**I/O pins on the die edge**

Pins as bars across the die edge, other pins in grey.
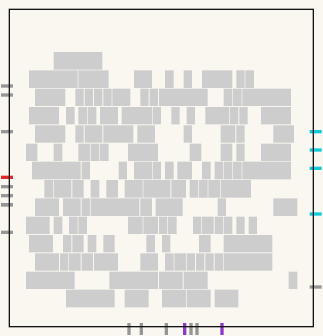
**Routed metal, one colour a layer**

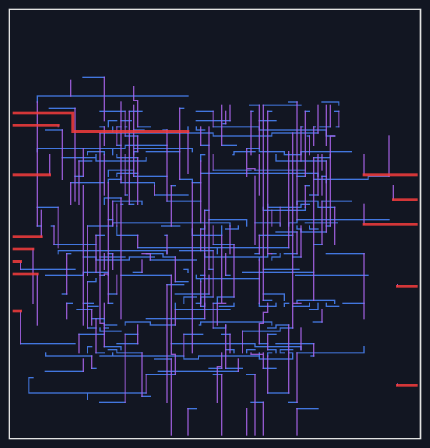
File: src/rtl/cordic_pkg.sv
// Shared encodings and sizing helpers for the CORDIC iteration sequencer.
package cordic_pkg;

    localparam logic [1:0] MOD_LIN = 2'b00;
    localparam logic [1:0] MOD_CIR = 2'b01;
    localparam logic [1:0] MOD_HYP = 2'b11;

    typedef enum logic [1:0] {
        IDLE = 2'd0,
        LOAD = 2'd1,
        RUN  = 2'd2,
        DONE = 2'd3
    } state_e;

    // Hyperbolic CORDIC must run these indices twice to converge.
    localparam int REP_IDX_A = 4;
    localparam int REP_IDX_B = 13;

    function automatic int calc_iter(input int frac);
        return frac + 1;
    endfunction

    function automatic int calc_log_iter(input int frac);
        return $clog2(frac + 1);
    endfunction

endpackage

File: src/rtl/cordic_seq_ctrl_if.sv
// Request/result handshake plus datapath control bundle for cordic_seq_ctrl.
interface cordic_seq_ctrl_if #(
    parameter int LOG_ITER = 4
);
    import cordic_pkg::*;

    // start_valid/start_ready and out_valid/out_ready are valid/ready pairs:
    // a transfer happens on a clock edge where both are high; valid may not
    // depend on ready, and out_valid holds until it is accepted.
    logic                start_valid;
    logic                start_ready;
    logic [1:0]          mode_i;
    logic [1:0]          mode_o;
    logic                load_o;
    logic                step_o;
    logic [LOG_ITER-1:0] iter_o;
    logic                repeat_o;
    logic                busy_o;
    logic                out_valid;
    logic                out_ready;
    state_e              state_o;

    modport master (
        output start_valid, mode_i, out_ready,
        input  start_ready, mode_o, load_o, step_o, iter_o, repeat_o,
               busy_o, out_valid, state_o
    );

    modport slave (
        input  start_valid, mode_i, out_ready,
        output start_ready, mode_o, load_o, step_o, iter_o, repeat_o,
               busy_o, out_valid, state_o
    );

endinterface

File: src/rtl/cordic_iter_next.sv
// Next-index / repeat / last-step rule for one CORDIC micro-rotation.
// Repeat passes exist only when CORDIC_HYP_REPEAT_EN is defined.
module cordic_iter_next
    import cordic_pkg::*;
#(
    parameter int FRAC = 14,
    localparam int ITER = calc_iter(FRAC),
    localparam int LOG_ITER = calc_log_iter(FRAC)
) (
    input  logic [1:0]          mode_i,
    input  logic [LOG_ITER-1:0] iter_i,
    input  logic                repeat_i,
    output logic [LOG_ITER-1:0] iter_o,
    output logic                repeat_o,
    output logic                last_o
);

    logic rep_hit;

`ifdef CORDIC_HYP_REPEAT_EN
    // Repeat indices beyond the table length simply never match.
    always_comb begin
        rep_hit = 1'b0;
        if (mode_i == MOD_HYP && !repeat_i) begin
            if ((int'(iter_i) == REP_IDX_A && REP_IDX_A < ITER) ||
                (int'(iter_i) == REP_IDX_B && REP_IDX_B < ITER)) begin
                rep_hit = 1'b1;
            end
        end
    end
`else
    logic [2:0] unused_rep_inputs;
    assign unused_rep_inputs = {mode_i, repeat_i};
    assign rep_hit = 1'b0;
`endif

    assign iter_o   = rep_hit ? iter_i : iter_i + LOG_ITER'(1);
    assign repeat_o = rep_hit;
    assign last_o   = (int'(iter_i) == ITER - 1) && !rep_hit;

endmodule

File: src/rtl/cordic_seq_ctrl.sv
// CORDIC iteration sequencer: accept request, load, step the index, hold result.
// Optional macro CORDIC_HYP_REPEAT_EN inserts hyperbolic repeat passes 4 and 13.
module cordic_seq_ctrl
    import cordic_pkg::*;
#(
    parameter int DEC  = 2,
    parameter int FRAC = 14
) (
    input  logic              clk,
    input  logic              rst,
    cordic_seq_ctrl_if.slave  bus
);

    localparam int ITER     = calc_iter(FRAC);
    localparam int LOG_ITER = calc_log_iter(FRAC);

    if (DEC < 1 || FRAC < 1) begin : g_bad_cfg
        $error("cordic_seq_ctrl: DEC and FRAC must both be at least 1");
    end

    state_e              state_q;
    logic [1:0]          mode_q;
    logic                load_q;
    logic                step_q;
    logic                repeat_q;
    logic                busy_q;
    logic                out_valid_q;
    logic [LOG_ITER-1:0] iter_q;

    logic [LOG_ITER-1:0] iter_d;
    logic                repeat_d;
    logic                last_d;

    cordic_iter_next #(.FRAC(FRAC)) u_iter_next (
        .mode_i   (mode_q),
        .iter_i   (iter_q),
        .repeat_i (repeat_q),
        .iter_o   (iter_d),
        .repeat_o (repeat_d),
        .last_o   (last_d)
    );

    always_ff @(posedge clk) begin
        if (rst) begin
            state_q     <= IDLE;
            mode_q      <= MOD_CIR;
            load_q      <= 1'b0;
            step_q      <= 1'b0;
            repeat_q    <= 1'b0;
            busy_q      <= 1'b0;
            out_valid_q <= 1'b0;
            iter_q      <= '0;
        end else begin
            case (state_q)
                IDLE: begin
                    if (bus.start_valid) begin
                        state_q  <= LOAD;
                        mode_q   <= bus.mode_i;
                        load_q   <= 1'b1;
                        busy_q   <= 1'b1;
                        repeat_q <= 1'b0;
                        // Hyperbolic CORDIC has no index 0 rotation.
                        iter_q   <= (bus.mode_i == MOD_HYP) ? LOG_ITER'(1) : '0;
                    end
                end
                LOAD: begin
                    state_q <= RUN;
                    load_q  <= 1'b0;
                    step_q  <= 1'b1;
                end
                RUN: begin
                    if (last_d) begin
                        state_q     <= DONE;
                        step_q      <= 1'b0;
                        repeat_q    <= 1'b0;
                        out_valid_q <= 1'b1;
                    end else begin
                        iter_q   <= iter_d;
                        repeat_q <= repeat_d;
                    end
                end
                DONE: begin
                    if (bus.out_ready) begin
                        state_q     <= IDLE;
                        out_valid_q <= 1'b0;
                        busy_q      <= 1'b0;
                    end
                end
                default: state_q <= IDLE;
            endcase
        end
    end

    assign bus.start_ready = (state_q == IDLE) && !rst;
    assign bus.mode_o      = mode_q;
    assign bus.load_o      = load_q;
    assign bus.step_o      = step_q;
    assign bus.iter_o      = iter_q;
    assign bus.busy_o      = busy_q;
    assign bus.out_valid   = out_valid_q;
    assign bus.state_o     = state_q;
`ifdef CORDIC_HYP_REPEAT_EN
    assign bus.repeat_o    = repeat_q;
`else
    assign bus.repeat_o    = 1'b0;
`endif

endmodule

File: src/flat_wrapper.sv
// flat-port wrapper written by rule: the top's interface ports become plain ports
module cordic_seq_ctrl_flat import cordic_pkg::*;
#(
    parameter int DEC  = 2,
    parameter int FRAC = 14
)
  (clk, rst, bus_start_valid, bus_mode_i, bus_out_ready, bus_start_ready, bus_mode_o, bus_load_o, bus_step_o, bus_iter_o, bus_repeat_o, bus_busy_o, bus_out_valid, bus_state_o);
  cordic_seq_ctrl_if #(.LOG_ITER(4)) bus_i ();
  input  logic clk;
  input  logic rst;
  input wire logic [$bits(bus_i.start_valid)-1:0] bus_start_valid;
  input wire logic [$bits(bus_i.mode_i)-1:0] bus_mode_i;
  input wire logic [$bits(bus_i.out_ready)-1:0] bus_out_ready;
  output wire logic [$bits(bus_i.start_ready)-1:0] bus_start_ready;
  output wire logic [$bits(bus_i.mode_o)-1:0] bus_mode_o;
  output wire logic [$bits(bus_i.load_o)-1:0] bus_load_o;
  output wire logic [$bits(bus_i.step_o)-1:0] bus_step_o;
  output wire logic [$bits(bus_i.iter_o)-1:0] bus_iter_o;
  output wire logic [$bits(bus_i.repeat_o)-1:0] bus_repeat_o;
  output wire logic [$bits(bus_i.busy_o)-1:0] bus_busy_o;
  output wire logic [$bits(bus_i.out_valid)-1:0] bus_out_valid;
  output wire logic [$bits(bus_i.state_o)-1:0] bus_state_o;
  assign bus_i.start_valid = bus_start_valid;
  assign bus_i.mode_i = bus_mode_i;
  assign bus_i.out_ready = bus_out_ready;
  assign bus_start_ready = bus_i.start_ready;
  assign bus_mode_o = bus_i.mode_o;
  assign bus_load_o = bus_i.load_o;
  assign bus_step_o = bus_i.step_o;
  assign bus_iter_o = bus_i.iter_o;
  assign bus_repeat_o = bus_i.repeat_o;
  assign bus_busy_o = bus_i.busy_o;
  assign bus_out_valid = bus_i.out_valid;
  assign bus_state_o = bus_i.state_o;
  cordic_seq_ctrl #(.DEC(DEC), .FRAC(FRAC)) u_core (.clk(clk), .rst(rst), .bus(bus_i));
endmodule
File: config.mk
export PLATFORM = sky130hd
export DESIGN_NAME = cordic_seq_ctrl_flat
export DESIGN_NICKNAME = d
export VERILOG_FILES = /design/src/rtl/cordic_pkg.sv /design/src/rtl/cordic_seq_ctrl_if.sv /design/src/rtl/cordic_iter_next.sv /design/src/rtl/cordic_seq_ctrl.sv /design/src/flat_wrapper.sv
export SDC_FILE = /design/constraint.sdc
export NUM_CORES = 1
export LEC_CHECK = 0
export ABC_AREA = 1
export CORE_AREA = 2 2 43 45
export CTS_CLUSTER_SIZE = 8
export DETAILED_ROUTE_END_ITERATION = 10
export DIE_AREA = 0 0 45 47
export GPL_ROUTABILITY_DRIVEN = 0
export PLACE_DENSITY = 0.75
export SLEW_MARGIN = 20
export SYNTH_ARGS = -nofsm -noshare
export SYNTH_HDL_FRONTEND = slang
export SYNTH_SLANG_ARGS = --single-unit
File: constraint.sdc
create_clock -name clk -period 1.8 [get_ports clk]
set_input_delay 0.45 -clock clk [delete_from_list [all_inputs] [get_ports clk]]
set_output_delay 0.45 -clock clk [all_outputs]
set_load 0.02 [all_outputs]
==> run notes <==
yosys + openroad results -> result of the run finished, final reports clean, Top area cell types sky130_fd_sc_hd__dfxtp_1 33%, sky130_fd_sc_hd__nand2_1 14%, sky130_fd_sc_hd__ha_1 12%, sky130_fd_sc_hd__nor2_1 9.8%, sky130_fd_sc_hd__inv_1 6.7%, met1 routed wirelength after detailed routing 690 um, Mean Syn Cell Area roughly 6.8 sq um, clock tree skew after final layout 1.01 ps, library cell contributing the largest single delay on the critical path sky130_fd_sc_hd__clkdlybuf4s50_1, # hold bufs at CTS 0, total power density per cell area 1600 mW/mm^2, startpoint types flip-flop, number of buffers created by CTS 3, combinational logic power 0.987 mW, most crowded layer after global routing met2, final hold violations 0, Cells on Worst Hold Path 2, cell type contributing the most total cell area after synthesis sky130_fd_sc_hd__dfxtp_1, drt first-iter violations 10, post-synthesis simple-gate area fraction 35.9%, ys cells 107, highest clock frequency the design can meet 0.586 GHz, Psw 0.703 mW, highest routing layer actually used met3, critical path, cell by cell clkdlybuf4s50_1, Post-Syn Nets ~120, clock tree from TritonCTS built, Floorplan Core Area 0.00165 sq mm, post-synthesis cell count 107, category of the critical setup timing path flip-flop to output port, final worst path period need 1710 ps
Back to the opening pictures, 'I/O pins on the die edge':
port	colour	pins	direction	edge
`bus_start_ready`	red	1	output	left
`bus_iter_o`	cyan	4	output	right
`bus_mode_o`	purple	2	output	bottom
all pins by edge	8 left, 7 bottom, 5 right
Die X: 45 um
number of buffers inserted by port buffering: 18
chip height: 47 um

Back to the opening pictures, 'routed metal, one colour a layer':
layer	colour	wire length
met1	blue	690 um
met3	red	57.0 um
met2	purple	727 um

flip-flops by register name, summed over array words and instances (netlist names):
| register | cells |
|---|---|
| u_core.bus.busy_o | 1 |
| u_core.bus.iter_o | 4 |
| u_core.bus.load_o | 1 |
| u_core.bus.mode_o | 2 |
| u_core.bus.out_valid | 1 |
| u_core.bus.state_o | 2 |
| u_core.bus.step_o | 1 |
area by class of cell:
class                           count  area (sq um)  area share (%)
Multi-Input combinational cell     78           410            42.1
Sequential cell                    12           240            24.6
Timing Repair Buffer               23           221            22.7
Inverter                           15          58.8            6.03
Clock buffer                        3          22.5            2.31
Tap cell                           17          21.3            2.18
metrics by stage:
step	cells	hold slack (ps)	power [mW]
after CTS	148	486	1.59
after global routing	148	505	1.72
after detailed placement	145	470	1.42
after floorplan	107	519	1.06
after global placement	145	456	1.39
final	148	484	1.56
Power is estimated from default activity; no workload was simulated.
